### Signal wires on met2, run 1

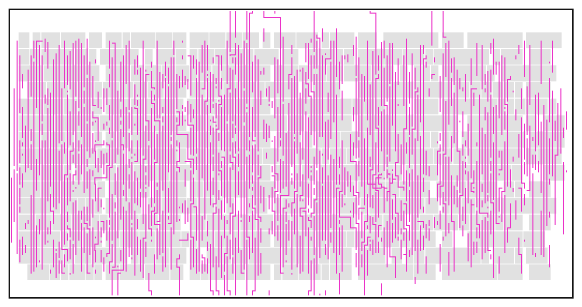
### Port wiring, run 1

The bar under the picture is 20 um long.
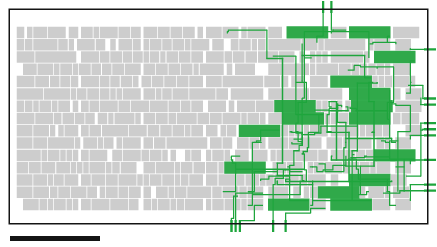
### Sequential cells colored by netlist name, run 1

Other sequential cells in the stronger gray, the rest of the logic in the fainter gray.
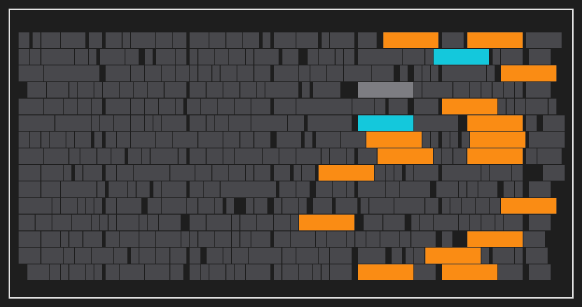
===== config.mk =====
export PLATFORM = sky130hd
export DESIGN_NAME = branch_hazard_unit
export DESIGN_NICKNAME = d
export VERILOG_FILES = /design/src/rtl/branch_hazard_unit.sv
export SDC_FILE = /design/constraint.sdc
export NUM_CORES = 1
export LEC_CHECK = 0
export ABC_AREA = 1
export CAP_MARGIN = 20
export CORE_ASPECT_RATIO = 0.5
export CORE_MARGIN = 1
export CORE_UTILIZATION = 43
export CTS_BUF_LIST = sky130_fd_sc_hd__clkbuf_8
export CTS_CLUSTER_DIAMETER = 40
export DETAILED_ROUTE_END_ITERATION = 6
export PLACE_DENSITY_LB_ADDON = 0.15
export SYNTH_ARGS = -nofsm -noshare
export SYNTH_HDL_FRONTEND = slang
export SYNTH_SLANG_ARGS = --single-unit

===== constraint.sdc =====
create_clock -name clk -period 2.7 [get_ports clk]
set_clock_uncertainty 0.05 [all_clocks]
set_input_delay 0.54 -clock clk [delete_from_list [all_inputs] [get_ports clk]]
set_output_delay 0.54 -clock clk [all_outputs]
set_load 0.03 [all_outputs]

===== src/rtl/branch_hazard_unit.sv =====
// ID-stage forwarding select, branch/load-use stall sequencing, taken-branch flush
// and a saturating stall-cycle statistic for the 5-stage MIPS pipeline.
module branch_hazard_unit #(
   parameter int unsigned AW   = 5,
   parameter int unsigned NSRC = 2,
   parameter int unsigned CW   = 16
) (
   input  logic              clk,
   input  logic              reset,
   input  logic              id_branch,
   input  logic [NSRC*AW-1:0] id_src,
   input  logic [NSRC-1:0]   id_src_used,
   input  logic              branch_taken,
   input  logic              idex_regwrite,
   input  logic              idex_memread,
   input  logic [AW-1:0]     idex_dst,
   input  logic              exmem_regwrite,
   input  logic              exmem_memread,
   input  logic [AW-1:0]     exmem_dst,
   input  logic              memwb_regwrite,
   input  logic [AW-1:0]     memwb_dst,
   input  logic              stat_clear,
   output logic [2*NSRC-1:0] fwd_sel,
   output logic              stall,
   output logic              bubble_idex,
   output logic              flush_ifid,
   output logic [CW-1:0]     stall_cycles
);

   typedef enum logic {IDLE, HOLD} state_t;

   state_t        state_q, state_d;
   logic [1:0]    cnt_q, cnt_d;
   logic [1:0]    need;
   logic [CW-1:0] stall_cycles_q, stall_cycles_d;

   always_comb begin : hazard_detect
      logic [AW-1:0] src;
      logic [1:0]    pn;
      src     = '0;
      pn      = '0;
      need    = '0;
      fwd_sel = '0;
      for (int unsigned p = 0; p < NSRC; p++) begin
         src = id_src[p*AW +: AW];
         pn  = '0;
         if (id_src_used[p] && (src != '0)) begin
            if (exmem_regwrite && !exmem_memread && (exmem_dst == src))
               fwd_sel[2*p +: 2] = 2'b01;
            else if (memwb_regwrite && (memwb_dst == src))
               fwd_sel[2*p +: 2] = 2'b11;

            if (id_branch && idex_regwrite && (idex_dst == src))
               pn = idex_memread ? 2'd2 : 2'd1;
            else if (id_branch && exmem_regwrite && exmem_memread && (exmem_dst == src))
               pn = 2'd1;
            else if (!id_branch && idex_memread && (idex_dst == src))
               pn = 2'd1;
         end
         if (pn > need)
            need = pn;
      end
   end

   always_ff @(posedge clk or posedge reset) begin
      if (reset) begin
         state_q <= IDLE;
         cnt_q   <= '0;
      end else begin
         state_q <= state_d;
         cnt_q   <= cnt_d;
      end
   end

   // The IDLE cycle that detects the hazard is the first stall cycle, so HOLD
   // only covers the remaining need-1 cycles.
   always_comb begin
      state_d = state_q;
      cnt_d   = cnt_q;
      case (state_q)
         IDLE: begin
            if (need != 2'd0) begin
               cnt_d = need - 2'd1;
               if (need == 2'd2)
                  state_d = HOLD;
            end
         end
         HOLD: begin
            cnt_d = cnt_q - 2'd1;
            if (cnt_q <= 2'd1) begin
               cnt_d   = '0;
               state_d = IDLE;
            end
         end
         default: begin
            state_d = IDLE;
            cnt_d   = '0;
         end
      endcase
   end

   always_comb begin
      stall       = (state_q == HOLD) || (need != 2'd0);
      bubble_idex = stall;
      flush_ifid  = id_branch & branch_taken & ~stall;
   end

   always_comb begin
      stall_cycles_d = stall_cycles_q;
      if (stat_clear)
         stall_cycles_d = '0;
      else if (stall && (stall_cycles_q != '1))
         stall_cycles_d = stall_cycles_q + 1'b1;
   end

   always_ff @(posedge clk or posedge reset) begin
      if (reset)
         stall_cycles_q <= '0;
      else
         stall_cycles_q <= stall_cycles_d;
   end

   assign stall_cycles = stall_cycles_q;

endmodule


==> report_table.html, run 1 <==
<p>Metrics extracted from the flow reports.</p>
<table>
<tr><th>Metric</th><th>Value</th></tr>
<tr><th colspan="2">Outcome</th></tr>
<tr><td>Result of the run</td><td>finished with violations</td></tr>
<tr><td>Violated checks</td><td>DRC, setup timing</td></tr>
<tr><th colspan="2">Floorplanning</th></tr>
<tr><td>Ports</td><td>60</td></tr>
<tr><td>Die outline area</td><td>approximately 4300 um2</td></tr>
<tr><td>Die outline width</td><td>92.2 um</td></tr>
<tr><td>Die y size</td><td>around 47 um</td></tr>
<tr><td>Effective utilization at floorplan</td><td>between 40% and 50%</td></tr>
<tr><th colspan="2">Routing</th></tr>
<tr><td>DRC violation count after routing</td><td>65</td></tr>
<tr><td>Final WL</td><td>approximately 11,000 um</td></tr>
<tr><td>Drt via density</td><td>6.57</td></tr>
<tr><td>Vias</td><td>about 3,000</td></tr>
<tr><td>Per-cell routed wire length</td><td>about 23 um</td></tr>
<tr><th colspan="2">Yosys</th></tr>
<tr><td>Syn Std Cell Area</td><td>between 1500 and 2000 um2</td></tr>
<tr><td>Library cells used by synthesis</td><td>31</td></tr>
<tr><td>Fraction of the yosys area taken by sequential cells</td><td>a little over a quarter</td></tr>
<tr><td>Yosys synthesis warning count</td><td>0</td></tr>
<tr><td># Cells Yosys</td><td>between 200 and 300</td></tr>
<tr><td>Top cells, area</td><td>sky130_fd_sc_hd__dfrtp_1 27%, sky130_fd_sc_hd__nand2_1 15%, sky130_fd_sc_hd__inv_1 8.8%, sky130_fd_sc_hd__nor2_1 6.4%, sky130_fd_sc_hd__xor2_1 5.5%</td></tr>
<tr><td>Average cell area after synthesis</td><td>6.46 um2</td></tr>
<tr><td>FF+latch count, synth</td><td>19</td></tr>
<tr><td>Area reported by Yosys stat</td><td>~1800 um2</td></tr>
<tr><td>Net count of the mapped netlist</td><td>314</td></tr>
<tr><th colspan="2">STA</th></tr>
<tr><td>Fin. max-slew vios</td><td>0</td></tr>
<tr><td>Count of final setup violators</td><td>25</td></tr>
<tr><td>Worst setup margin</td><td>-0.757 ns</td></tr>
<tr><td>Time the worst path needs with I/O delays and setup</td><td>roughly 3.5 ns</td></tr>
<tr><td>Slew at the pin closest to its max-slew limit</td><td>between 0.7 and 0.8 ns</td></tr>
<tr><td>Setup_tns</td><td>-11.06 ns</td></tr>
<tr><td>Final hold violation count</td><td>0</td></tr>
<tr><th colspan="2">Placement</th></tr>
<tr><td>Area post-placement</td><td>about 2600 um2</td></tr>
<tr><td>Worst Setup Slack post-DPL</td><td>-0.953 ns</td></tr>
<tr><th colspan="2">Power</th></tr>
<tr><td>Highest ir drop seen on vdd</td><td>~0.00022 V</td></tr>
<tr><td>Power Dens Cells</td><td>262 nW/um2</td></tr>
<tr><td>Leak pwr</td><td>approximately 1.6 nW</td></tr>
<tr><td>Internal power</td><td>approximately 580 uW</td></tr>
<tr><td>Fraction of power consumed by combinational cells</td><td>between 40% and 50%</td></tr>
<tr><td>Final Power</td><td>approximately 910 uW</td></tr>
<tr><td>Switching Fraction</td><td>between 30% and 40%</td></tr>
<tr><td>Switching power</td><td>~330 uW</td></tr>
<tr><th colspan="2">Layout</th></tr>
<tr><td>Top Layout Cells</td><td>69 x sky130_fd_sc_hd__buf_4, 43 x sky130_fd_sc_hd__nand2_1, 27 x sky130_fd_sc_hd__clkdlybuf4s50_1</td></tr>
<tr><td>Layout cells sized above 1</td><td>between 50% and 60%</td></tr>
<tr><td>Number of antenna cells inserted</td><td>0</td></tr>
<tr><td>NumNets Final</td><td>approximately 450</td></tr>
<tr><td>Final non-filler cell total</td><td>~460</td></tr>
<tr><td>Area of all placed cells without fillers</td><td>between 3000 and 4000 um2</td></tr>
<tr><td>Fill count</td><td>102</td></tr>
<tr><th colspan="2">Global route</th></tr>
<tr><td>Pin count of the biggest net entering global routing</td><td>20</td></tr>
<tr><td>Via count of the first global-routing pass</td><td>around 2,700</td></tr>
<tr><td>Global-route wire length before repair</td><td>~12,000 um</td></tr>
<tr><td>Met2 usage</td><td>between 60 and 70%</td></tr>
<tr><td>Busiest layer in global routing</td><td>met2</td></tr>
<tr><td>Number of antenna violations at the first check in global routing</td><td>0</td></tr>
<tr><th colspan="2">Clocking</th></tr>
<tr><td>Clock latency of the later-clocked register in the worst-skew pair</td><td>around 0.26 ns</td></tr>
<tr><td>Number of buffers inserted during clock tree synthesis</td><td>3</td></tr>
<tr><td>Clock tree from TritonCTS</td><td>done</td></tr>
<tr><td>Post-cts hold buffer count</td><td>0</td></tr>
<tr><td>Level count of the clock H-tree</td><td>1</td></tr>
<tr><td>Clock transition at the registers of the reported paths</td><td>~0.070 ns</td></tr>
<tr><td>Clock Root Buffer</td><td>sky130_fd_sc_hd__clkbuf_8</td></tr>
<tr><th colspan="2">Flow run</th></tr>
<tr><td>Maximum Capacitance Violations</td><td>0</td></tr>
<tr><th colspan="2">Critical path</th></tr>
<tr><td>Crit path buf inv count</td><td>5</td></tr>
<tr><td>Worst path required time</td><td>~2.1 ns</td></tr>
<tr><td>CP Max Fanout</td><td>4</td></tr>
<tr><td>Type of the setup path with the least slack</td><td>primary input to output pin</td></tr>
<tr><td>Maximum single-stage delay on the critical path</td><td>0.21 ns</td></tr>
<tr><td>Crit end category</td><td>output pin</td></tr>
<tr><td>Worst reg2reg startpoint</td><td>stall_cycles[0]</td></tr>
<tr><td>Cell with the largest stage delay on the worst path</td><td>sky130_fd_sc_hd__a22oi_2</td></tr>
<tr><td>Worst setup startpoint</td><td>id_src[6]</td></tr>
</table>
Notes on 'Signal wires on met2' above:
nets with wire on the layer	432
wire length on this layer	4,640 um
main direction	vertical
share of all routed wire	43%
longest straight run	34.3 um

Notes on 'Port wiring' above:
port	color	direction	end cells	buffers	wire
stall_cycles	green	output	16	16	828 um

Notes on 'Sequential cells colored by netlist name' above:
signal	color	sequential cells
cnt_q	cyan	2
stall_cycles	orange	16
not colored	1

## run 1: worst paths after layout
kind	cells past startpoint	slack, ns	to
setup / recovery	19	-0.76	flush_ifid
hold / removal	1	0.50	stall_cycles[12]
setup reg to reg	11	0.25	stall_cycles[13]
hold reg to reg	1	0.50	stall_cycles[12]
min in group asynchronous	2	0.67	stall_cycles[2]
max in group asynchronous	2	1.45	stall_cycles[8]
## run 1: logic make-up after synthesis
| group | Yosys count | share of synthesized area [%] |
|---|---|---|
| xor+xnor | 18 | 9.01 |
| fa+ha+maj | 6 | 4.29 |
| compound gates | 33 | 10.5 |
| simple gates | 149 | 38.5 |
| buf+inv | 46 | 10.5 |
| flops | 19 | 27.2 |
## run 1: per-layer routing
metal	wire length, um	part of all wire, %
met3	1510	14
met2	4640	43
met4	1110	10
met5	0	0
met1	3510	33
## run 1: cells in the mapped netlist
cell and instances:
sky130_fd_sc_hd__a22oi_1 1, sky130_fd_sc_hd__o221a_1 1, sky130_fd_sc_hd__a2111oi_0 1, sky130_fd_sc_hd__nand3_2 1, sky130_fd_sc_hd__o31ai_1 1, sky130_fd_sc_hd__nor2_2 1
sky130_fd_sc_hd__nor2_4 1, sky130_fd_sc_hd__ha_1 6, sky130_fd_sc_hd__buf_6 1, sky130_fd_sc_hd__nand2_1 69, sky130_fd_sc_hd__nand4_1 11, sky130_fd_sc_hd__nor2_1 30
sky130_fd_sc_hd__o21ai_1 3, sky130_fd_sc_hd__nand2_4 1, sky130_fd_sc_hd__buf_4 1, sky130_fd_sc_hd__dfrtp_1 19, sky130_fd_sc_hd__xnor2_1 7, sky130_fd_sc_hd__a21oi_1 11
sky130_fd_sc_hd__inv_1 41, sky130_fd_sc_hd__nor3_2 2, sky130_fd_sc_hd__nor3_1 8, sky130_fd_sc_hd__xor2_1 11, sky130_fd_sc_hd__nand3_1 19, sky130_fd_sc_hd__and2_1 1
sky130_fd_sc_hd__clkbuf_1 1, sky130_fd_sc_hd__o21ai_0 13, sky130_fd_sc_hd__o22ai_1 1, sky130_fd_sc_hd__nor3b_1 2, sky130_fd_sc_hd__inv_2 2, sky130_fd_sc_hd__nand2_2 3
sky130_fd_sc_hd__o21a_1 1
## run 1: cell type report
| class | count | area (um2) | area share (%) |
|---|---|---|---|
| Timing Repair Buffer | 137 | 1200 | 34.7 |
| Sequential cell | 19 | 475 | 13.8 |
| Clock buffer | 3 | 41.3 | 1.19 |
| Clock inverter | 1 | 5.00 | 0.145 |
| Inverter | 43 | 169 | 4.89 |
| Multi-Input combinational cell | 207 | 1500 | 43.5 |
| Tap cell | 51 | 63.8 | 1.85 |
## run 1: flip-flops by register name, summed over array words and instances (netlist names)
register	cells
stall_cycles	16
cnt_q	2
state_q	1
## run 1: timing repair
item,4_1_cts,5_1_grt
pin swaps,34,36
endpoints found under the hold margin,0,0
gates cloned,1,0
buffers inserted,40,10
resized,131,104
endpoints found under the setup margin,25,22
## run 1: power by group through the flow
stage / combinational [mW] / clock, mW / sequential [mW]
floorplan: 0.107 / 0 / 0.316
global route: 0.394 / 0.213 / 0.323
global placement: 0.224 / 0 / 0.317
detailed placement: 0.232 / 0 / 0.317
CTS: 0.269 / 0.200 / 0.312
finish: 0.380 / 0.206 / 0.320
### Routing congestion, run 1

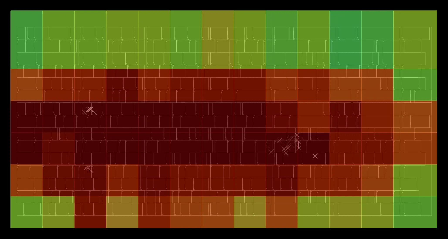

==> run 2: changes to the inputs <==
--- a/config.mk
+++ b/config.mk
@@ -8,12 +8,12 @@
 export ABC_AREA = 1
 export CAP_MARGIN = 20
 export CORE_ASPECT_RATIO = 0.5
-export CORE_MARGIN = 1
 export CORE_UTILIZATION = 43
 export CTS_BUF_LIST = sky130_fd_sc_hd__clkbuf_8
 export CTS_CLUSTER_DIAMETER = 40
 export DETAILED_ROUTE_END_ITERATION = 6
 export PLACE_DENSITY_LB_ADDON = 0.15
+export SKIP_LAST_GASP = 1
 export SYNTH_ARGS = -nofsm -noshare
 export SYNTH_HDL_FRONTEND = slang
 export SYNTH_SLANG_ARGS = --single-unit
### Routing congestion, run 2

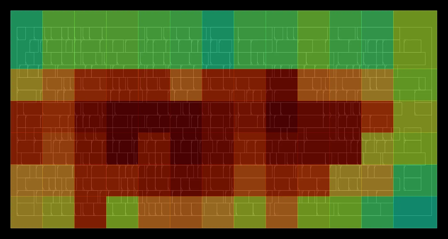
Global Route Usage Sum: 34.8%
met3 routing resource usage after global routing: 5.50%
share of the core filled with cells: 88.3%

### Signal wires on met2, run 2

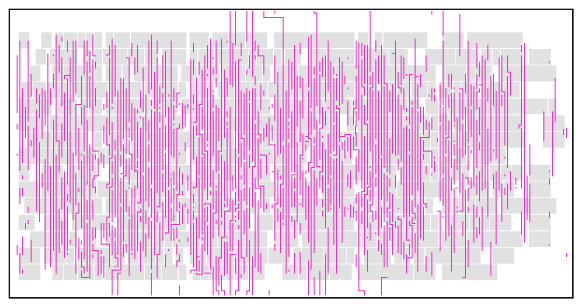
main direction	vertical
share of all routed wire	47%

==> run 2 against run 1 <==
  * The flow finishes with violations (setup timing)
  * Power down 6.7%
  * Cell count is 1.5% lower
  * Design area is 6.5% lower
  * Clock power about the same
  * Worst hold slack got worse by 0.019 ns
  * Core utilization shrank 6.1 points
  * Die size unchanged
  * Sequential power decreased by 2%
  * Flip-flop count unchanged
==> report_table.html, run 2 <==
<p>Metrics extracted from the flow reports.</p>
<table>
<tr><th>Metric</th><th>Value</th></tr>
<tr><th colspan="2">Yosys</th></tr>
<tr><td># Cells Yosys</td><td>271 (unchanged)</td></tr>
<tr><td>Syn Std Cell Area</td><td>1750 um2 (unchanged)</td></tr>
<tr><td>Post-synth top area share</td><td>27.2% (unchanged)</td></tr>
<tr><td>Dominant cell by count in the synthesized netlist</td><td>sky130_fd_sc_hd__nand2_1 (unchanged)</td></tr>
<tr><td>Number of flops mapped to enable cells by yosys</td><td>0 (unchanged)</td></tr>
<tr><td>Fraction of the yosys area taken by sequential cells</td><td>27.2% (unchanged)</td></tr>
<tr><td>Average cell area after synthesis</td><td>6.46 um2 (unchanged)</td></tr>
<tr><td>FF+latch count, synth</td><td>19 (unchanged)</td></tr>
<tr><td>Number of standard cells after synthesis</td><td>271 (unchanged)</td></tr>
<tr><td>Main synth FF type</td><td>sky130_fd_sc_hd__dfrtp_1 (unchanged)</td></tr>
<tr><td>Synth area leader</td><td>sky130_fd_sc_hd__dfrtp_1 (unchanged)</td></tr>
<tr><td>Yosys synthesis warning count</td><td>0 (unchanged)</td></tr>
<tr><td>Area reported by Yosys stat</td><td>1750 um2 (unchanged)</td></tr>
<tr><td>Net count of the mapped netlist</td><td>314 (unchanged)</td></tr>
<tr><td>Async set-reset flop share out of synthesis</td><td>100% (unchanged)</td></tr>
<tr><td>Library cells used by synthesis</td><td>31 (unchanged)</td></tr>
<tr><td>Top cells, area</td><td>sky130_fd_sc_hd__dfrtp_1 27%, sky130_fd_sc_hd__nand2_1 15%, sky130_fd_sc_hd__inv_1 8.8%, sky130_fd_sc_hd__nor2_1 6.4%, sky130_fd_sc_hd__xor2_1 5.5% (unchanged)</td></tr>
<tr><td>List of most frequent post-synthesis cells</td><td>69 x sky130_fd_sc_hd__nand2_1, 41 x sky130_fd_sc_hd__inv_1, 30 x sky130_fd_sc_hd__nor2_1, 19 x sky130_fd_sc_hd__dfrtp_1, 19 x sky130_fd_sc_hd__nand3_1 (unchanged)</td></tr>
<tr><th colspan="2">STA</th></tr>
<tr><td>Setup_tns</td><td>-8.81 ns (was -11.06 ns)</td></tr>
<tr><td>Final hold violation count</td><td>0 (unchanged)</td></tr>
<tr><td>Time the worst path needs with I/O delays and setup</td><td>3.37 ns (was 3.46 ns)</td></tr>
<tr><td>Setup repair after global routing missed its margin</td><td>yes (unchanged)</td></tr>
<tr><td>Count of final setup violators</td><td>21 (was 25)</td></tr>
<tr><td>Worst max-slew margin expressed relative to the limit</td><td>51.5% (was 49.4%)</td></tr>
<tr><td>Fraction of the cycle the final worst path needs</td><td>125% (was 128%)</td></tr>
<tr><td>Worst setup margin</td><td>-0.669 ns (was -0.757 ns)</td></tr>
<tr><td>Slew at the pin closest to its max-slew limit</td><td>0.726 ns (was 0.758 ns)</td></tr>
<tr><td>Achievable Freq</td><td>0.297 GHz (was 0.289 GHz)</td></tr>
<tr><td>Fin. max-slew vios</td><td>0 (unchanged)</td></tr>
<tr><td>Final Hold Slack</td><td>0.486 ns (was 0.505 ns)</td></tr>
<tr><th colspan="2">Routing</th></tr>
<tr><td>Detail Route met3 WL</td><td>814 um (was 1510 um)</td></tr>
<tr><td>Routed length on met1</td><td>2980 um (was 3510 um)</td></tr>
<tr><td>Per-cell routed wire length</td><td>19.0 um (was 23.4 um)</td></tr>
<tr><td>Final ANT Viol Nets</td><td>0 (unchanged)</td></tr>
<tr><td>Max Used Layer</td><td>met4 (unchanged)</td></tr>
<tr><td>Final WL</td><td>8640 um (was 10,800 um)</td></tr>
<tr><td>Vias</td><td>2,740 (was 3,029)</td></tr>
<tr><td>Drt via density</td><td>6.04 (was 6.57)</td></tr>
<tr><td>DRC violation count after routing</td><td>0 (was 65)</td></tr>
<tr><td>Number of DRC violations after detailed-routing iteration 0</td><td>240 (was 425)</td></tr>
<tr><td>Met2 routed wirelength</td><td>4080 um (was 4640 um)</td></tr>
<tr><td>Detailed-routing iteration count for the pre-antenna-repair pass</td><td>5 (was 7)</td></tr>
<tr><th colspan="2">Layout</th></tr>
<tr><td>NumNets Final</td><td>447 (was 454)</td></tr>
<tr><td>Final non-filler cell total</td><td>454 (was 461)</td></tr>
<tr><td>Area occupied by multi-input gates</td><td>1410 um2 (was 1500 um2)</td></tr>
<tr><td>Synthesis-to-layout area growth</td><td>84.7% (was 97.5%)</td></tr>
<tr><td>Fill count</td><td>174 (was 102)</td></tr>
<tr><td>Number of antenna cells inserted</td><td>0 (unchanged)</td></tr>
<tr><td>Layout cells sized above 1</td><td>43.7% (was 50.7%)</td></tr>
<tr><td>Top Layout Cells</td><td>75 x sky130_fd_sc_hd__buf_4, 56 x sky130_fd_sc_hd__nand2_1, 30 x sky130_fd_sc_hd__inv_1 (was 69 x sky130_fd_sc_hd__buf_4, 43 x sky130_fd_sc_hd__nand2_1, 27 x sky130_fd_sc_hd__clkdlybuf4s50_1)</td></tr>
<tr><td>Highest-count logic cell in the final layout</td><td>sky130_fd_sc_hd__buf_4 (unchanged)</td></tr>
<tr><td>Flip-flop count of the largest register, all copies and words added</td><td>16 (unchanged)</td></tr>
<tr><td>Sequential cell area</td><td>475 um2 (unchanged)</td></tr>
<tr><td>Area of all placed cells without fillers</td><td>3230 um2 (was 3460 um2)</td></tr>
<tr><th colspan="2">Power</th></tr>
<tr><td>Switching Fraction</td><td>34.6% (was 36.4%)</td></tr>
<tr><td>Switching power</td><td>293 uW (was 330 uW)</td></tr>
<tr><td>Leak pwr</td><td>1.55 nW (was 1.64 nW)</td></tr>
<tr><td>Highest ir drop seen on vdd</td><td>0.000168 V (was 0.000219 V)</td></tr>
<tr><td>Reg power frac</td><td>37.3% (was 35.4%)</td></tr>
<tr><td>Relative contribution of the clock network to total power</td><td>24.4% (was 22.7%)</td></tr>
<tr><td>Fraction of power consumed by combinational cells</td><td>38.4% (was 41.9%)</td></tr>
<tr><td>Internal power</td><td>553 uW (was 576 uW)</td></tr>
<tr><td>Final Power</td><td>846 uW (was 906 uW)</td></tr>
<tr><td>Power Dens Cells</td><td>262 nW/um2 (about the same)</td></tr>
<tr><th colspan="2">Critical path</th></tr>
<tr><td>Crit start category</td><td>primary input (unchanged)</td></tr>
<tr><td>Worst path required time</td><td>2.11 ns (about the same)</td></tr>
<tr><td>CP Max Fanout</td><td>4 (unchanged)</td></tr>
<tr><td>Worst Path Arrival</td><td>2.78 ns (was 2.87 ns)</td></tr>
<tr><td>Crit end category</td><td>output pin (unchanged)</td></tr>
<tr><td>Type of the setup path with the least slack</td><td>primary input to output pin (unchanged)</td></tr>
<tr><th colspan="2">Clocking</th></tr>
<tr><td>Clock latency of the later-clocked register in the worst-skew pair</td><td>0.26 ns (about the same)</td></tr>
<tr><td>Clock transition at the registers of the reported paths</td><td>0.08 ns (was 0.07 ns)</td></tr>
<tr><td>Number of buffers inserted during clock tree synthesis</td><td>3 (unchanged)</td></tr>
<tr><td>Post-cts hold buffer count</td><td>0 (unchanged)</td></tr>
<tr><td>Clock tree from TritonCTS</td><td>done (unchanged)</td></tr>
<tr><td>Level count of the clock H-tree</td><td>1 (unchanged)</td></tr>
<tr><td>Number of clock sinks seen by CTS</td><td>19 (unchanged)</td></tr>
<tr><td>Clock Root Buffer</td><td>sky130_fd_sc_hd__clkbuf_8 (unchanged)</td></tr>
<tr><td>Worst-case clock buffer depth</td><td>2 (unchanged)</td></tr>
<tr><th colspan="2">Global route</th></tr>
<tr><td>Number of antenna violations at the first check in global routing</td><td>0 (unchanged)</td></tr>
<tr><td>Via count of the first global-routing pass</td><td>2,534 (was 2,655)</td></tr>
<tr><td>Total overflow reported by the global router</td><td>0 (unchanged)</td></tr>
<tr><td>Pin count of the biggest net entering global routing</td><td>20 (unchanged)</td></tr>
<tr><td>Global-route wire length before repair</td><td>11,400 um (was 12,100 um)</td></tr>
<tr><th colspan="2">Placement</th></tr>
<tr><td>Area post-placement</td><td>2650 um2 (unchanged)</td></tr>
<tr><td>Worst Setup Slack post-DPL</td><td>-0.953 ns (unchanged)</td></tr>
<tr><td>Placed wire-length estimate after detailed placement</td><td>4020 um (unchanged)</td></tr>
<tr><td>Placed Cells incl. Taps</td><td>407 (unchanged)</td></tr>
<tr><td># port buffers</td><td>59 (unchanged)</td></tr>
<tr><td>Routability-driven placement congestion ratio</td><td>0.901 (unchanged)</td></tr>
<tr><th colspan="2">Min path</th></tr>
<tr><td>Path class of the lowest-slack min-delay path</td><td>flip-flop to flip-flop (unchanged)</td></tr>
<tr><th colspan="2">Floorplanning</th></tr>
<tr><td>Die outline width</td><td>92.2 um (unchanged)</td></tr>
<tr><td>Row count</td><td>15 (unchanged)</td></tr>
<tr><td>Die outline area</td><td>4350 um2 (unchanged)</td></tr>
<tr><td>Die y size</td><td>47.1 um (unchanged)</td></tr>
<tr><td>Area of the placeable core</td><td>3660 um2 (unchanged)</td></tr>
<tr><td>Ports</td><td>60 (unchanged)</td></tr>
<tr><td>Effective utilization at floorplan</td><td>47.8% (unchanged)</td></tr>
<tr><th colspan="2">Flow run</th></tr>
<tr><td>Tool warnings</td><td>31 (was 32)</td></tr>
<tr><td>Maximum Capacitance Violations</td><td>0 (unchanged)</td></tr>
<tr><th colspan="2">Outcome</th></tr>
<tr><td>Violated checks</td><td>setup timing (was DRC, setup timing)</td></tr>
<tr><td>Result of the run</td><td>finished with violations (unchanged)</td></tr>
</table>
### Metal 1, run 2

Supply wires on this layer in gray.
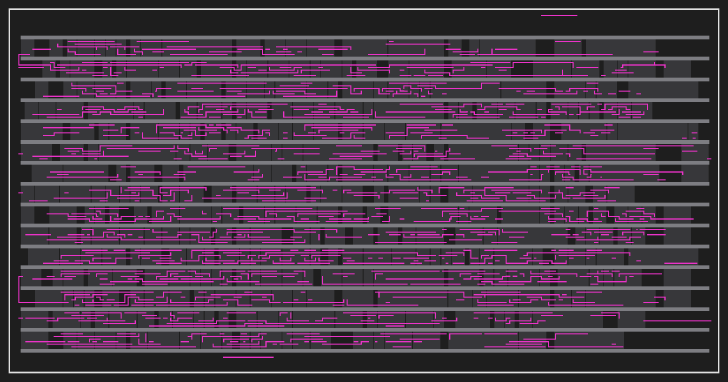
longest straight run	22.5 um
share of all routed wire	34%
nets with wire on the layer	399
wire length on this layer	2,980 um
main direction	horizontal

-- run 2: logic make-up (layout without fill, tap and decap cells) --
kind of cell / after synthesis / after routing / synth area share [%]
buffers and inverters: 46 / 177 / 10.5
xor gates and xnor gates: 18 / 18 / 9.01
and+or+nand+nor: 149 / 150 / 38.5
DFF: 19 / 19 / 27.2
AOI/OAI and AO/OA: 33 / 33 / 10.5
adders and majority gates: 6 / 6 / 4.29
-- run 2: cell type report --
type	instances	area share [%]
Clock buffer	3	1.28
Clock inverter	1	0.155
Inverter	43	4.99
Multi-Input combinational cell	207	43.5
Sequential cell	19	14.7
Tap cell	51	1.97
Timing Repair Buffer	130	33.4
-- run 2: repair_timing --
| item | 4_1_cts | 5_1_grt |
|---|---|---|
| setup endpoints to repair | 25 | 22 |
| gates cloned | 1 | 0 |
| pin swaps | 34 | 23 |
| endpoints found under the hold margin | 0 | 0 |
| buffers inserted | 40 | 3 |
| gates resized | 126 | 51 |
-- run 2: worst max-delay path, stage by stage --
cell	delay (ns)
sky130_fd_sc_hd__buf_8	0.08
sky130_fd_sc_hd__buf_4	0.11
sky130_fd_sc_hd__inv_1	0.05
sky130_fd_sc_hd__nand2_1	0.07
sky130_fd_sc_hd__nand2_1	0.10
sky130_fd_sc_hd__nor2_2	0.17
sky130_fd_sc_hd__nand3_2	0.13
sky130_fd_sc_hd__nor2_4	0.13
sky130_fd_sc_hd__nand2_2	0.08
sky130_fd_sc_hd__inv_2	0.07
sky130_fd_sc_hd__ha_4	0.20
sky130_fd_sc_hd__a22oi_2	0.22
sky130_fd_sc_hd__inv_1	0.09
sky130_fd_sc_hd__nand3_2	0.08
sky130_fd_sc_hd__and2_4	0.16
sky130_fd_sc_hd__ha_4	0.16
sky130_fd_sc_hd__nand2_8	0.07
sky130_fd_sc_hd__nor2_4	0.12
sky130_fd_sc_hd__buf_6	0.14
-- run 2: worst paths after layout --
path	start	endpoint	slack [ns]	depth (start not counted)
worst max-delay path	idex_dst[0]	flush_ifid	-0.67	19
worst min-delay path	stall_cycles[12]	stall_cycles[12]	0.49	1
min in group asynchronous	reset	stall_cycles[11]	0.66	2
max in group asynchronous	reset	stall_cycles[7]	1.48	2
worst max register to register	stall_cycles[0]	stall_cycles[0]	0.43	11
worst min register to register	stall_cycles[12]	stall_cycles[12]	0.49	1
-- run 2: layer usage --
| metal | track usage [%] | up-vias |
|---|---|---|
| li1 | - | 1140 |
| met1 | 35.7 | 1225 |
| met2 | 68.7 | 273 |
| met3 | 5.50 | 102 |
| met4 | 28.1 | 0 |
| met5 | 0 | - |
-- run 2: power groups by stage --
stage / clock network (mW) / logic, mW / registers [mW]
after floorplan: 0 / 0.107 / 0.316
after global placement: 0 / 0.224 / 0.317
after detailed placement: 0 / 0.232 / 0.317
after CTS: 0.200 / 0.267 / 0.312
after global routing: 0.220 / 0.340 / 0.316
final: 0.206 / 0.324 / 0.315
### Port wiring, run 2

The bar under the picture is 20 um long.
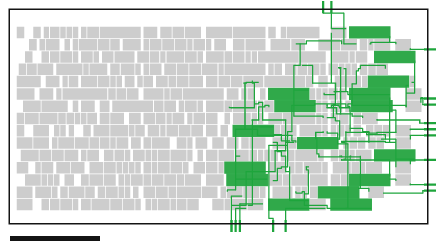

==> run 3: changes to the inputs <==
--- a/config.mk
+++ b/config.mk
@@ -10,10 +10,12 @@
 export CORE_ASPECT_RATIO = 0.5
 export CORE_UTILIZATION = 43
 export CTS_BUF_LIST = sky130_fd_sc_hd__clkbuf_8
-export CTS_CLUSTER_DIAMETER = 40
+export CTS_CLUSTER_DIAMETER = 100
 export DETAILED_ROUTE_END_ITERATION = 6
+export GPL_TIMING_DRIVEN = 0
 export PLACE_DENSITY_LB_ADDON = 0.15
 export SKIP_LAST_GASP = 1
+export SLEW_MARGIN = 20
 export SYNTH_ARGS = -nofsm -noshare
 export SYNTH_HDL_FRONTEND = slang
 export SYNTH_SLANG_ARGS = --single-unit
### Port wiring, run 3

The bar under the picture is 20 um long.
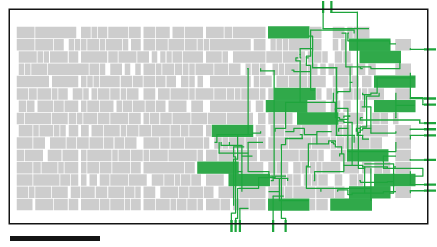
port	color	direction	end cells	buffers	wire
stall_cycles	green	output	16	16	728 um

### Signal wires on met2, run 3

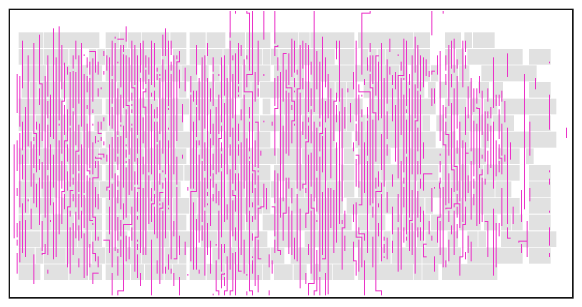
main direction	vertical
wire length on this layer	4,050 um

==> run 3 against run 2 <==
  * The run still ends with setup timing left
  * Synthesized cell count is the same
  * Critical path depth shrank 4
  * Via count shrank 2.3%
  * First-iteration DRC count shrank 7.1%
  * Non-clock buffer count shrank 16
  * Sequential power is essentially flat
  * Worst setup slack gained 0.028 ns
  * Largest power group unchanged
==> report_table.html, run 3 <==
<p>Metrics extracted from the flow reports.</p>
<table>
<tr><th>Metric</th><th>Value</th></tr>
<tr><th colspan="2">Outcome</th></tr>
<tr><td>Result of the run</td><td>finished with violations (unchanged)</td></tr>
<tr><td>Violated checks</td><td>setup timing (unchanged)</td></tr>
<tr><th colspan="2">Routing</th></tr>
<tr><td>Per-cell routed wire length</td><td>19.6 um (was 19.0 um)</td></tr>
<tr><td>Drt via density</td><td>6.11 (was 6.04)</td></tr>
<tr><td>Detailed-routing iteration count for the pre-antenna-repair pass</td><td>5 (unchanged)</td></tr>
<tr><td>Vias</td><td>2,678 (was 2,740)</td></tr>
<tr><td>DRC violation count after routing</td><td>0 (unchanged)</td></tr>
<tr><td>Final ANT Viol Nets</td><td>0 (unchanged)</td></tr>
<tr><th colspan="2">Clocking</th></tr>
<tr><td>Worst-case clock buffer depth</td><td>2 (unchanged)</td></tr>
<tr><td>Clock transition at the registers of the reported paths</td><td>0.08 ns (about the same)</td></tr>
<tr><td>Number of clock sinks seen by CTS</td><td>19 (unchanged)</td></tr>
<tr><td>Clock tree from TritonCTS</td><td>done (unchanged)</td></tr>
<tr><td>Clock latency of the later-clocked register in the worst-skew pair</td><td>0.26 ns (about the same)</td></tr>
<tr><td>Number of buffers inserted during clock tree synthesis</td><td>3 (unchanged)</td></tr>
<tr><th colspan="2">STA</th></tr>
<tr><td>Fin. max-slew vios</td><td>0 (unchanged)</td></tr>
<tr><td>Worst setup margin</td><td>-0.641 ns (was -0.669 ns)</td></tr>
<tr><td>Count of final setup violators</td><td>23 (was 21)</td></tr>
<tr><td>Slew at the pin closest to its max-slew limit</td><td>0.745 ns (was 0.726 ns)</td></tr>
<tr><td>Final hold violation count</td><td>0 (unchanged)</td></tr>
<tr><td>Achievable Freq</td><td>0.299 GHz (was 0.297 GHz)</td></tr>
<tr><td>Time the worst path needs with I/O delays and setup</td><td>3.34 ns (was 3.37 ns)</td></tr>
<tr><td>Fraction of the cycle the final worst path needs</td><td>124% (was 125%)</td></tr>
<tr><td>Worst max-slew margin expressed relative to the limit</td><td>50.3% (was 51.5%)</td></tr>
<tr><th colspan="2">Power</th></tr>
<tr><td>Switching Fraction</td><td>35.1% (was 34.6%)</td></tr>
<tr><td>Relative contribution of the clock network to total power</td><td>23.2% (was 24.4%)</td></tr>
<tr><td>Internal power</td><td>576 uW (was 553 uW)</td></tr>
<tr><td>Leak pwr</td><td>1.51 nW (was 1.55 nW)</td></tr>
<tr><td>Switching power</td><td>312 uW (was 293 uW)</td></tr>
<tr><td>Highest ir drop seen on vdd</td><td>0.000183 V (was 0.000168 V)</td></tr>
<tr><td>Final Power</td><td>888 uW (was 846 uW)</td></tr>
<tr><td>Power Dens Cells</td><td>270 nW/um2 (was 262 nW/um2)</td></tr>
<tr><td>Fraction of power consumed by combinational cells</td><td>41.1% (was 38.4%)</td></tr>
<tr><td>Reg power frac</td><td>35.7% (was 37.3%)</td></tr>
<tr><th colspan="2">Min path</th></tr>
<tr><td>Path class of the lowest-slack min-delay path</td><td>flip-flop to flip-flop (unchanged)</td></tr>
<tr><th colspan="2">Floorplanning</th></tr>
<tr><td>Area of the placeable core</td><td>3660 um2 (unchanged)</td></tr>
<tr><td>Die y size</td><td>47.1 um (unchanged)</td></tr>
<tr><td>Row count</td><td>15 (unchanged)</td></tr>
<tr><td>Die outline width</td><td>92.2 um (unchanged)</td></tr>
<tr><td>Die outline area</td><td>4350 um2 (unchanged)</td></tr>
<tr><td>Ports</td><td>60 (unchanged)</td></tr>
<tr><td>Effective utilization at floorplan</td><td>47.8% (unchanged)</td></tr>
<tr><th colspan="2">Yosys</th></tr>
<tr><td>Yosys synthesis warning count</td><td>0 (unchanged)</td></tr>
<tr><td>Fraction of the yosys area taken by sequential cells</td><td>27.2% (unchanged)</td></tr>
<tr><td>Synth area leader</td><td>sky130_fd_sc_hd__dfrtp_1 (unchanged)</td></tr>
<tr><td>Net count of the mapped netlist</td><td>314 (unchanged)</td></tr>
<tr><td>Post-synth top area share</td><td>27.2% (unchanged)</td></tr>
<tr><td>Library cells used by synthesis</td><td>31 (unchanged)</td></tr>
<tr><td>Dominant cell by count in the synthesized netlist</td><td>sky130_fd_sc_hd__nand2_1 (unchanged)</td></tr>
<tr><td>Average cell area after synthesis</td><td>6.46 um2 (unchanged)</td></tr>
<tr><td>List of most frequent post-synthesis cells</td><td>69 x sky130_fd_sc_hd__nand2_1, 41 x sky130_fd_sc_hd__inv_1, 30 x sky130_fd_sc_hd__nor2_1, 19 x sky130_fd_sc_hd__dfrtp_1, 19 x sky130_fd_sc_hd__nand3_1 (unchanged)</td></tr>
<tr><td>Async set-reset flop share out of synthesis</td><td>100% (unchanged)</td></tr>
<tr><td>FF+latch count, synth</td><td>19 (unchanged)</td></tr>
<tr><td>Syn Std Cell Area</td><td>1750 um2 (unchanged)</td></tr>
<tr><td>Top cells, area</td><td>sky130_fd_sc_hd__dfrtp_1 27%, sky130_fd_sc_hd__nand2_1 15%, sky130_fd_sc_hd__inv_1 8.8%, sky130_fd_sc_hd__nor2_1 6.4%, sky130_fd_sc_hd__xor2_1 5.5% (unchanged)</td></tr>
<tr><td>Area reported by Yosys stat</td><td>1750 um2 (unchanged)</td></tr>
<tr><th colspan="2">Global route</th></tr>
<tr><td>Global Route Usage Sum</td><td>30.9% (was 34.8%)</td></tr>
<tr><td>Total overflow reported by the global router</td><td>0 (unchanged)</td></tr>
<tr><td>Number of antenna violations at the first check in global routing</td><td>1 (was 0)</td></tr>
<tr><td>Global-route wire length before repair</td><td>10,200 um (was 11,400 um)</td></tr>
<tr><td>Pin count of the biggest net entering global routing</td><td>20 (unchanged)</td></tr>
<tr><th colspan="2">Flow run</th></tr>
<tr><td>Tool warnings</td><td>31 (unchanged)</td></tr>
<tr><td>Maximum Capacitance Violations</td><td>0 (unchanged)</td></tr>
<tr><th colspan="2">Placement</th></tr>
<tr><td># port buffers</td><td>59 (unchanged)</td></tr>
<tr><td>Routability-driven placement congestion ratio</td><td>0.854 (was 0.901)</td></tr>
<tr><td>Placed Cells incl. Taps</td><td>381 (was 407)</td></tr>
<tr><td>Area post-placement</td><td>2470 um2 (was 2650 um2)</td></tr>
<tr><th colspan="2">Critical path</th></tr>
<tr><td>Crit start category</td><td>primary input (unchanged)</td></tr>
<tr><td>Worst Path Arrival</td><td>2.75 ns (was 2.78 ns)</td></tr>
<tr><td>CP Max Fanout</td><td>5 (was 4)</td></tr>
<tr><td>Crit end category</td><td>output pin (unchanged)</td></tr>
<tr><td>Worst path required time</td><td>2.11 ns (about the same)</td></tr>
<tr><th colspan="2">Layout</th></tr>
<tr><td>Top Layout Cells</td><td>49 x sky130_fd_sc_hd__buf_4, 46 x sky130_fd_sc_hd__nand2_1, 27 x sky130_fd_sc_hd__clkdlybuf4s50_1 (was 75 x sky130_fd_sc_hd__buf_4, 56 x sky130_fd_sc_hd__nand2_1, 30 x sky130_fd_sc_hd__inv_1)</td></tr>
<tr><td>Highest-count logic cell in the final layout</td><td>sky130_fd_sc_hd__buf_4 (unchanged)</td></tr>
<tr><td>Synthesis-to-layout area growth</td><td>87.9% (was 84.7%)</td></tr>
<tr><td>NumNets Final</td><td>430 (was 447)</td></tr>
<tr><td>Fill count</td><td>154 (was 174)</td></tr>
<tr><td>Flip-flop count of the largest register, all copies and words added</td><td>16 (unchanged)</td></tr>
</table>
### Routing congestion, run 3

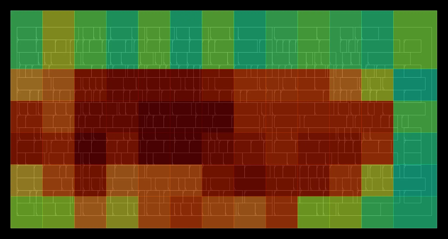
met1 track demand over resource: 33.8%
share of the core filled with cells: 89.9%

## run 3: netlist changes by cell type in the layout (fill, tap and decap cells not counted), sizes merged
cell	change
dlygate4sd2	+2
nand2	-1
clkdlybuf4s15	-4
buf	-15
clkbuf	+1
diode	+1
## run 3: what timing repair did
| action | 4_1_cts | 5_1_grt |
|---|---|---|
| hold buffers | 0 | 0 |
| buffers inserted | 39 | 26 |
| pin swaps | 32 | 45 |
| resized | 160 | 129 |
| endpoints found under the setup margin | 26 | 26 |
## run 3: final cells by class
type                       instances  area, um2  area share, %
timing repair buffer             111       1000           30.4
clock buffer                       3       41.3           1.26
antenna                            1       2.50         0.0761
sequential                        19        475           14.5
buffer                             3       30.0          0.913
inverter                          43        179           5.44
tap                               51       63.8           1.94
clock inverter                     1       5.00          0.152
multi-input combinational        206       1490           45.3
## run 3: power groups by stage
stage / logic (mW) / registers [mW] / clock network (mW)
after floorplan: 0.107 / 0.316 / 0
after detailed placement: 0.205 / 0.318 / 0
after CTS: 0.252 / 0.312 / 0.205
after global routing: 0.379 / 0.319 / 0.217
final: 0.365 / 0.317 / 0.206
after global placement: 0.200 / 0.317 / 0
## run 3: cell families after synthesis
group,Yosys count,synth area share (%)
XOR/XNOR,18,9.01
buffers and inverters,46,10.5
AND/OR/NAND/NOR,149,38.5
AND-OR/OR-AND,33,10.5
adder cells (fa/ha/maj),6,4.29
flip-flops,19,27.2
## run 3: through the flow
stage | setup slack, ns | TNS [ns] | hold slack, ns
final | -0.641 | -10.21 | 0.476
after global routing | -0.743 | -12.83 | 0.517
after CTS | -0.463 | -5.77 | 0.482
after detailed placement | -1.62 | -23.03 | 0.471
after global placement | -1.51 | -20.23 | 0.458
after floorplan | -0.189 | -0.609 | 0.437
## run 3: worst max-delay path, cell delays in order
cell and delay (ns):
sky130_fd_sc_hd__buf_2 0.15, sky130_fd_sc_hd__xor2_1 0.16, sky130_fd_sc_hd__nor2_1 0.23, sky130_fd_sc_hd__nand4_1 0.16, sky130_fd_sc_hd__nand2_1 0.15, sky130_fd_sc_hd__nand2_2 0.10
sky130_fd_sc_hd__ha_4 0.25, sky130_fd_sc_hd__a22oi_2 0.19, sky130_fd_sc_hd__inv_1 0.09, sky130_fd_sc_hd__nand3_2 0.08, sky130_fd_sc_hd__and2_4 0.16, sky130_fd_sc_hd__ha_4 0.17
sky130_fd_sc_hd__nand2_8 0.07, sky130_fd_sc_hd__buf_6 0.13, sky130_fd_sc_hd__buf_6 0.13
## run 3: path summary, 6_finish.rpt
kind	start	end	slack [ns]	cells past startpoint
worst max register to register	stall_cycles[0]	stall_cycles[0]	0.69	11
worst min register to register	stall_cycles[12]	stall_cycles[12]	0.48	1
worst max-delay path	id_src[9]	stall	-0.64	15
max in group asynchronous	reset	stall_cycles[2]	1.47	2
min in group asynchronous	reset	cnt_q[0]	0.65	2
worst min-delay path	stall_cycles[12]	stall_cycles[12]	0.48	1
## run 3: per-layer routing
metal | track usage [%] | routed length [um]
met1 | 33.8 | 3120
met4 | 20.0 | 651
met2 | 60.0 | 4050
met3 | 4.85 | 762
met5 | 0 | 0
Power is estimated from default activity; no workload was simulated.
